## src/rtl/cp0_pkg.sv

```systemverilog
// Shared constants for the CP0 block: instruction field encodings,
// register select codes and Status/Cause bit positions.
package cp0_pkg;

  localparam logic [5:0] OP_COP0    = 6'b010000;
  localparam logic [4:0] RS_MFC0    = 5'b00000;
  localparam logic [4:0] RS_MTC0    = 5'b00100;
  localparam logic [5:0] FUNCT_ERET = 6'b011000;

  localparam logic [2:0] SEL_EPC     = 3'd0;
  localparam logic [2:0] SEL_STATUS  = 3'd1;
  localparam logic [2:0] SEL_MASK    = 3'd2;
  localparam logic [2:0] SEL_CAUSE   = 3'd3;
  localparam logic [2:0] SEL_COUNT   = 3'd4;
  localparam logic [2:0] SEL_COMPARE = 3'd5;

  localparam int ST_IE          = 0;
  localparam int ST_EXL         = 1;
  localparam int CAUSE_PEND_LSB = 16;
  localparam int CODE_W         = 5;

endpackage

```

## src/rtl/cp0_prio_enc.sv

```systemverilog
// Lowest-index-first priority encoder.
//   req_i   : request vector
//   valid_o : any request set
//   idx_o   : index of the lowest set request (0 when none)
module cp0_prio_enc #(
  parameter int W     = 4,
  parameter int IDX_W = 5
) (
  input  logic [W-1:0]     req_i,
  output logic             valid_o,
  output logic [IDX_W-1:0] idx_o
);

  always_comb begin
    valid_o = |req_i;
    idx_o   = '0;
    // Scan high to low so the lowest set bit is the last one written.
    for (int i = W - 1; i >= 0; i--) begin
      if (req_i[i]) idx_o = IDX_W'(i);
    end
  end

endmodule

```

## src/rtl/cp0_multi.sv

```systemverilog
// CP0 coprocessor with multiple level-sensitive exception sources plus
// an internal Count/Compare timer source at index NUM_SRC.
//   clk, reset          : clock, synchronous active-low reset
//   exp_src             : external exception request levels
//   enable, instruction : CP0 instruction strobe and word (mfc0/mtc0/eret)
//   pc_in, din          : PC of current instruction, mtc0 write data
//   dout, ex_reg_write  : mfc0 read data and GPR write enable
//   pc_out              : redirect target (handler on take, else EPC)
//   is_eret, exp_take   : eret decoded, one-cycle exception redirect pulse
//   has_exp, exp_block  : unmasked exception pending, in-handler (EXL)
module cp0_multi
  import cp0_pkg::*;
#(
  parameter int          NUM_SRC      = 3,
  parameter logic [31:0] HANDLER_ADDR = 32'h0000_0080
) (
  input  logic               clk,
  input  logic               reset,
  input  logic [NUM_SRC-1:0] exp_src,
  input  logic               enable,
  input  logic [31:0]        instruction,
  input  logic [31:0]        pc_in,
  input  logic [31:0]        din,
  output logic [31:0]        dout,
  output logic [31:0]        pc_out,
  output logic               ex_reg_write,
  output logic               is_eret,
  output logic               exp_take,
  output logic               has_exp,
  output logic               exp_block
);

  localparam int NS = NUM_SRC + 1;

  logic [31:0]       epc_q, epc_d, count_q, count_d, compare_q, compare_d;
  logic              ie_q, ie_d, exl_q, exl_d, take_q;
  logic [NS-1:0]     mask_q, mask_d, pend_q, pend_d;
  logic [CODE_W-1:0] code_q, code_d, pend_idx;

  // Decode
  logic       cop0, mfc0, mtc0, eret;
  logic [2:0] sel;
  logic       unused_instr;

  assign cop0 = enable && (instruction[31:26] == OP_COP0);
  assign mfc0 = cop0 && (instruction[25:21] == RS_MFC0);
  assign mtc0 = cop0 && (instruction[25:21] == RS_MTC0);
  assign eret = cop0 && instruction[25] && (instruction[5:0] == FUNCT_ERET);
  assign sel  = instruction[13:11];
  assign unused_instr = ^{instruction[20:14], instruction[10:6]};

  logic timer_hit, take;

  cp0_prio_enc #(.W(NS), .IDX_W(CODE_W)) u_prio (
    .req_i   (pend_q & mask_q),
    .valid_o (has_exp),
    .idx_o   (pend_idx)
  );

  assign timer_hit = (compare_q != '0) && (count_q == compare_q);
  // Status is sampled pre-write; eret holds off the take for one edge.
  assign take      = has_exp && ie_q && !exl_q && !eret;

  always_comb begin
    epc_d     = epc_q;
    ie_d      = ie_q;
    exl_d     = exl_q;
    mask_d    = mask_q;
    pend_d    = pend_q;
    code_d    = code_q;
    count_d   = count_q + 32'd1;
    compare_d = compare_q;
    if (mtc0) begin
      case (sel)
        SEL_EPC:     epc_d = din;
        SEL_STATUS:  begin
          ie_d  = din[ST_IE];
          exl_d = din[ST_EXL];
        end
        SEL_MASK:    mask_d = din[NS-1:0];
        SEL_CAUSE:   pend_d = pend_d & ~din[CAUSE_PEND_LSB +: NS];
        SEL_COUNT:   count_d = din;
        SEL_COMPARE: begin
          compare_d       = din;
          pend_d[NUM_SRC] = 1'b0;
        end
        default: ;
      endcase
    end
    if (eret) exl_d = 1'b0;
    // Take overrides a coincident mtc0 to EPC/EXL; IE keeps the written value.
    if (take) begin
      epc_d            = pc_in;
      exl_d            = 1'b1;
      code_d           = pend_idx;
      pend_d[pend_idx] = 1'b0;
    end
    // New requests win over any clear in the same cycle.
    pend_d = pend_d | {timer_hit, exp_src};
  end

  always_ff @(posedge clk) begin
    if (!reset) begin
      epc_q     <= '0;
      ie_q      <= 1'b0;
      exl_q     <= 1'b0;
      mask_q    <= '0;
      pend_q    <= '0;
      code_q    <= '0;
      count_q   <= '0;
      compare_q <= '0;
      take_q    <= 1'b0;
    end else begin
      epc_q     <= epc_d;
      ie_q      <= ie_d;
      exl_q     <= exl_d;
      mask_q    <= mask_d;
      pend_q    <= pend_d;
      code_q    <= code_d;
      count_q   <= count_d;
      compare_q <= compare_d;
      take_q    <= take;
    end
  end

  // Read mux
  logic [31:0] cause_rd;
  always_comb begin
    cause_rd                        = '0;
    cause_rd[CODE_W-1:0]            = code_q;
    cause_rd[CAUSE_PEND_LSB +: NS]  = pend_q;
  end

  always_comb begin
    dout = '0;
    case (sel)
      SEL_EPC:     dout = epc_q;
      SEL_STATUS:  dout = {30'd0, exl_q, ie_q};
      SEL_MASK:    dout = 32'(mask_q);
      SEL_CAUSE:   dout = cause_rd;
      SEL_COUNT:   dout = count_q;
      SEL_COMPARE: dout = compare_q;
      default:     dout = '0;
    endcase
  end

  assign ex_reg_write = mfc0;
  assign is_eret      = eret;
  assign exp_take     = take_q;
  assign exp_block    = exl_q;
  assign pc_out       = take_q ? HANDLER_ADDR : epc_q;

endmodule

```

## config.mk

```make
export PLATFORM = sky130hd
export DESIGN_NAME = cp0_multi
export DESIGN_NICKNAME = d
export VERILOG_FILES = /design/src/rtl/cp0_pkg.sv /design/src/rtl/cp0_prio_enc.sv /design/src/rtl/cp0_multi.sv
export SDC_FILE = /design/constraint.sdc
export NUM_CORES = 1
export LEC_CHECK = 0
export CAP_MARGIN = 20
export CORE_MARGIN = 4
export CORE_UTILIZATION = 69
export DETAILED_ROUTE_END_ITERATION = 10
export DONT_BUFFER_PORTS = 1
export PLACE_DENSITY = 0.82
export SLEW_MARGIN = 25
export SYNTH_ARGS = -nofsm -noshare
export SYNTH_HDL_FRONTEND = slang
export SYNTH_SLANG_ARGS = --single-unit
```

## constraint.sdc

```tcl
create_clock -name clk -period 4 [get_ports clk]
set_clock_uncertainty 0.15 [all_clocks]
set_input_delay 1.2 -clock clk [delete_from_list [all_inputs] [get_ports clk]]
set_output_delay 1.2 -clock clk [all_outputs]
set_load 0.01 [all_outputs]
```

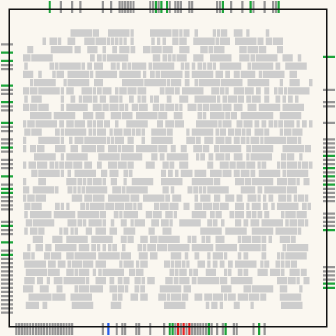
(I/O pins on the die edge)
Pins as bars across the die edge, other pins in gray.
Key: blue = exp_block [pins 1, direction output, edge bottom]; red = exp_src [pins 3, direction input, edge bottom]; green = pc_in [pins 32, direction input, edge 12 left, 8 right, 7 top, 5 bottom]
All pins by edge: 54 bottom, 50 left, 35 top, 32 right.

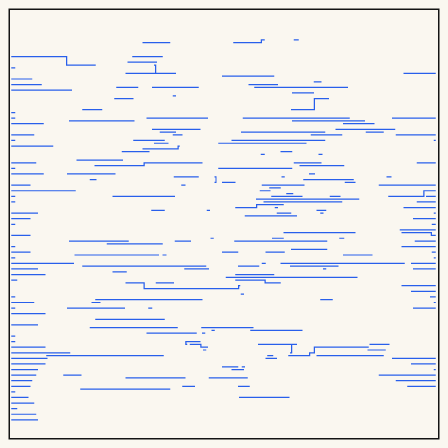
(the metal 3 layer)
The layer carries 1620 um of wire. The wires run mostly horizontal. The layer holds 8.8% of the routed length.

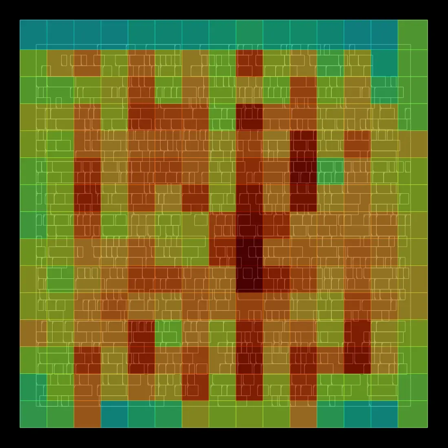
(routing congestion map)
Util after Layout: 74.0%
routing usage on met3: 7.39%
met1 global-route usage: 41.3%

==> job_summary.md <==
### Metrics collected by this job

| Metric | Value |
|---|---|
| Worst-path fanout max | `8` |
| DRC violations left | `0` |
| Initial antenna violation count | `0` |
| First-pass GRT wire length | `approximately 30000 um` |
| Int Pwr | `roughly 0.0014 W` |
| WS Path Type | `in2out` |
| Post-Synthesis Cell Area | `between 0.006 and 0.007 mm^2` |
| Post-Synth Simple-Gate Area | `24.5%` |
| Final WS setup | `about 420 ps` |
| Leak | `roughly 2.5 nW` |
| Required time worst endpoint | `approximately 2700 ps` |
| Worst setup SP type | `primary input` |
| DR WL/cell | `21.0 um` |
| Status | `complete, no violations` |
| Antenna-violating nets left | `0` |
| AO/OA Area Share | `between 15 and 20%` |
| Count of warnings emitted by yosys | `0` |
| Detail Placement HPWL | `around 13000 um` |
| Number of top-level pins | `171` |
| NonClk Buf Share | `1.80%` |
| # Post-CTS Setup Buffers | `0` |
| Tapcells inserted | `approximately 110` |
| Power consumption | `0.00187 W` |
| Final Cycle Share | `89.4%` |
| Yosys chip area | `0.00638 mm^2` |
| Flip-flop and latch area | `roughly 0.0022 mm^2` |
| Floorplan core density | `between 70% and 80%` |
| Comb. cell area | `between 0.003 and 0.004 mm^2` |
| Row count | `34` |
| CTS buffer count | `9` |
| Via count | `~6000` |
| Clock Path Buffers | `2` |
| Adder Area Share | `less than 1%` |
| Cts hold-fix bufs | `0` |
| Top class by area | `combinational gates` |
| Seq pwr | `approximately 0.0011 W` |
| Post-CTS Resized | `0` |
| Placed cell areas | `approximately 0.0063 mm^2` |
| Critical Path, Cell by Cell | `nor4_4 > and3_1 > nor2b_1` |
| GRT Util Overall | `between 30% and 40%` |
| Maximum VDD drop | `between 150 and 200 uV` |
| Async SR Flop Fraction | `0%` |
| Wire length on met2 | `between 8000 and 9000 um` |
| Top cell excl fill/tap | `dfxtp_1` |
[critical path, delay by kind of cell]
family | cells | cell delay, ps
AND/OR/NAND/NOR | 3 | 1020
[Yosys cell counts, types with 4 or more instances]
cell	n	area, um^2
clkbuf_1	35	131
and2_1	4	25.0
a22oi_1	7	52.6
nor2b_1	36	225
xor2_1	55	482
nor3_1	4	20.0
xnor2_1	7	61.3
mux2_2	5	56.3
and3_1	9	56.3
mux2i_1	68	681
a21oi_1	84	420
dfxtp_1	109	2180
nand4b_1	4	35.0
buf_2	19	95.1
nand4_1	16	100
a211oi_1	43	323
nor2_1	108	405
nand2_1	88	330
nand3_1	11	55.1
o21ai_0	30	150
nor4_1	15	93.8
and4_1	8	70.1
Power is estimated from default activity; no workload was simulated.
